==> config.mk <==
export PLATFORM = sky130hd
export DESIGN_NAME = uart_tx_fifo
export DESIGN_NICKNAME = d
export VERILOG_FILES = /design/src/rtl/uart_tx_fifo.sv
export SDC_FILE = /design/constraint.sdc
export NUM_CORES = 1
export LEC_CHECK = 0
export CAP_MARGIN = 20
export CELL_PAD_IN_SITES_DETAIL_PLACEMENT = 2
export CELL_PAD_IN_SITES_GLOBAL_PLACEMENT = 2
export CORE_MARGIN = 3
export CORE_UTILIZATION = 49
export DETAILED_ROUTE_END_ITERATION = 8
export PLACE_DENSITY = 0.9
export SETUP_SLACK_MARGIN = 0.5
export SLEW_MARGIN = 15
export SYNTH_ARGS = -nofsm -noshare
export SYNTH_HDL_FRONTEND = slang
export SYNTH_SLANG_ARGS = --single-unit
==> constraint.sdc <==
create_clock -name clock_i -period 7.01 [get_ports clock_i]
set_input_delay 2.103 -clock clock_i [delete_from_list [all_inputs] [get_ports clock_i]]
set_output_delay 2.103 -clock clock_i [all_outputs]
set_load 0.005 [all_outputs]
### Sequential cells coloured by netlist name

Drawn at 3 px/um. Other sequential cells in the stronger grey, the rest of the logic in the fainter grey.
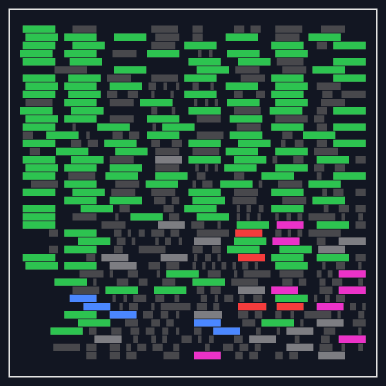
colour	netlist name	sequential cells
red	rd_ptr	4
magenta	tx_data_o	8
green	mem	128
blue	level_o	5
not coloured	16
Register Area: 0.004672 mm2
fin util: 59.86%
sequential power: 1.18 mW

### M2 wires

Drawn at 3 px/um.
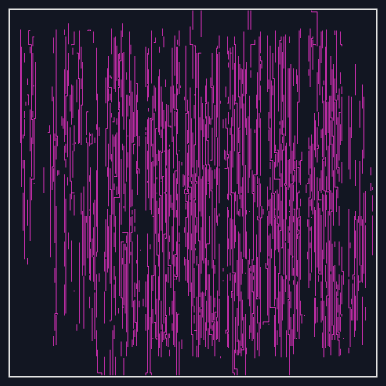
wire length on this layer	10400 um
nets with wire on the layer	416
longest straight run	52.7 um
share of all routed wire	51%
main direction	vertical
DRT Wirelength: 20330 um
via count: 3681
global routing usage on met2: 48.55%

==> deck_impl_summary.md <==
Physical Implementation Snapshot

Outcome
  – Outcome: finished, final reports clean

Yosys
  – Post-synth EDFFs: about 130
  – Post-Synth AOI/OAI Area: 3.588%
  – Ys cells: 382
  – Synth Instances: about 380
  – Post-Syn Nets: 405
  – Average size of a mapped cell: 17.25 um2
  – Top cells by area: edfxtp_1, dfrtp_1, mux4_2
  – XOR Share, Synth: 1.595%
  – YS warnings: 0
  – Top cells by count, synth: edfxtp_1, nor2_1, dfrtp_1, mux4_2, mux2i_1
  – Sequential share of the synthesized area: 70.86%
  – Mapped cell area: 0.006591 mm2
  – Asr flop ratio synth: 20.50%
  – Simple-Gate Area Share: slightly above 6%
  – Multiplexer share: between 10% and 20%

Global routing
  – Gr ovfl total: 0
  – Met1 GRT Util: between 30% and 40%
  – Met3 GRT Util: 7.010%
  – Largest net degree at the start of global routing: 36
  – Initial antenna violation count: 0
  – Gr busiest metal: met2

Die
  – Placeable Area: 0.01288 mm2
  – Chip area: 0.01488 mm2
  – I/O pin count: 31
  – Tap cells: roughly 170

Setup path
  – Crit path DRT: 7.06 ns
  – Most used cell, CP: nor2_1
  – Worst reg-to-reg path cell count: 6
  – Reg2Reg Setup Slack: roughly 3.3 ns
  – Critical path's slowest cell: or4_1
  – Worst Setup End Kind: flop
  – Arrival @ worst endpoint: 5.53 ns
  – Critical Path, Cell by Cell: clkdlybuf4s50_1, or4_1, inv_6, o21ai_2, nor2_1, nand2_1, nor2_1
  – Max Fanout on Critical Path: 17
  – Worst path bufs/invs: 2

Layout
  – Final std cells w/o fill: ~600
  – Multi-input comb cells: 192
  – Max FFs per register: 128
  – Area grow syn2layout: 16.93%
  – Seq area share: approximately three fifths
  – Max-area cell class: flip-flops and latches
  – Layout inverter count without the clock tree: 10
  – Non-clk buf share: 4.188%
  – Repair and plain buffers: 33
  – Share of cells above drive strength 1: 18.93%
  – Clock network area share: 8.377%

Place
  – Dpl hpwl: ~12000 um
  – Pre-CTS setup slack: around 1.0 ns
  – Port Buffer Count: 30
  – GP Congestion: roughly 0.78

Clocking
  – CTS buffer count: 17
  – Clk sinks: 161
  – CTS clk-pin slew, worst paths: about 0.07 ns
  – CTS tree: built
  – Post-CTS Resized: 0

Final timing
  – Worst hold margin: 0.5575 ns
  – Final setup vio count: 0
  – RSZ-0062 raised after global routing: no

Route
  – Met1 WL: 7851 um
  – Met2 wire length: 10390 um
  – Pre-Repair DR Iteration Count: 4
  – Max Used Layer: met4
  – DRC violations left: 0

Flow run
  – OpenROAD warning count: 32

Power
  – PwrDens: roughly 360 mW/mm2
  – Peak VDD IR: 0.0002369 V

Worst hold path
  – Hold WC Path Type: flop to flop
  – Worst hold path cell count: 1
layout by cell type, fill, tap and decap left out, types with 2 or more instances in the layout:
cell / instances
o21ai_0: 8
xnor2_1: 5
inv_6: 5
o21ai_1: 2
nor3_2: 4
a21oi_1: 12
mux4_2: 32
nand3_1: 2
nor2b_1: 6
mux2i_1: 18
nor3b_1: 4
nor2_1: 35
nand2b_1: 5
nor3_1: 3
inv_8: 2
nand4_1: 3
inv_1: 9
clkbuf_16: 17
buf_4: 3
dfrtp_1: 31
clkinv_4: 4
xor2_1: 7
clkdlybuf4s50_1: 30
edfxtp_1: 128
ha_1: 10
nand2_1: 17
bufinv_16: 4
power breakdown:
group	internal (mW)	switching [mW]	leakage (nW)	total, mW
clock network	0.608	0.428	0.313	1.04
registers	1.10	0.0793	1.58	1.18
logic	0.248	0.316	0.696	0.563
No activity file was given, so power comes from the tool's default toggle rates.
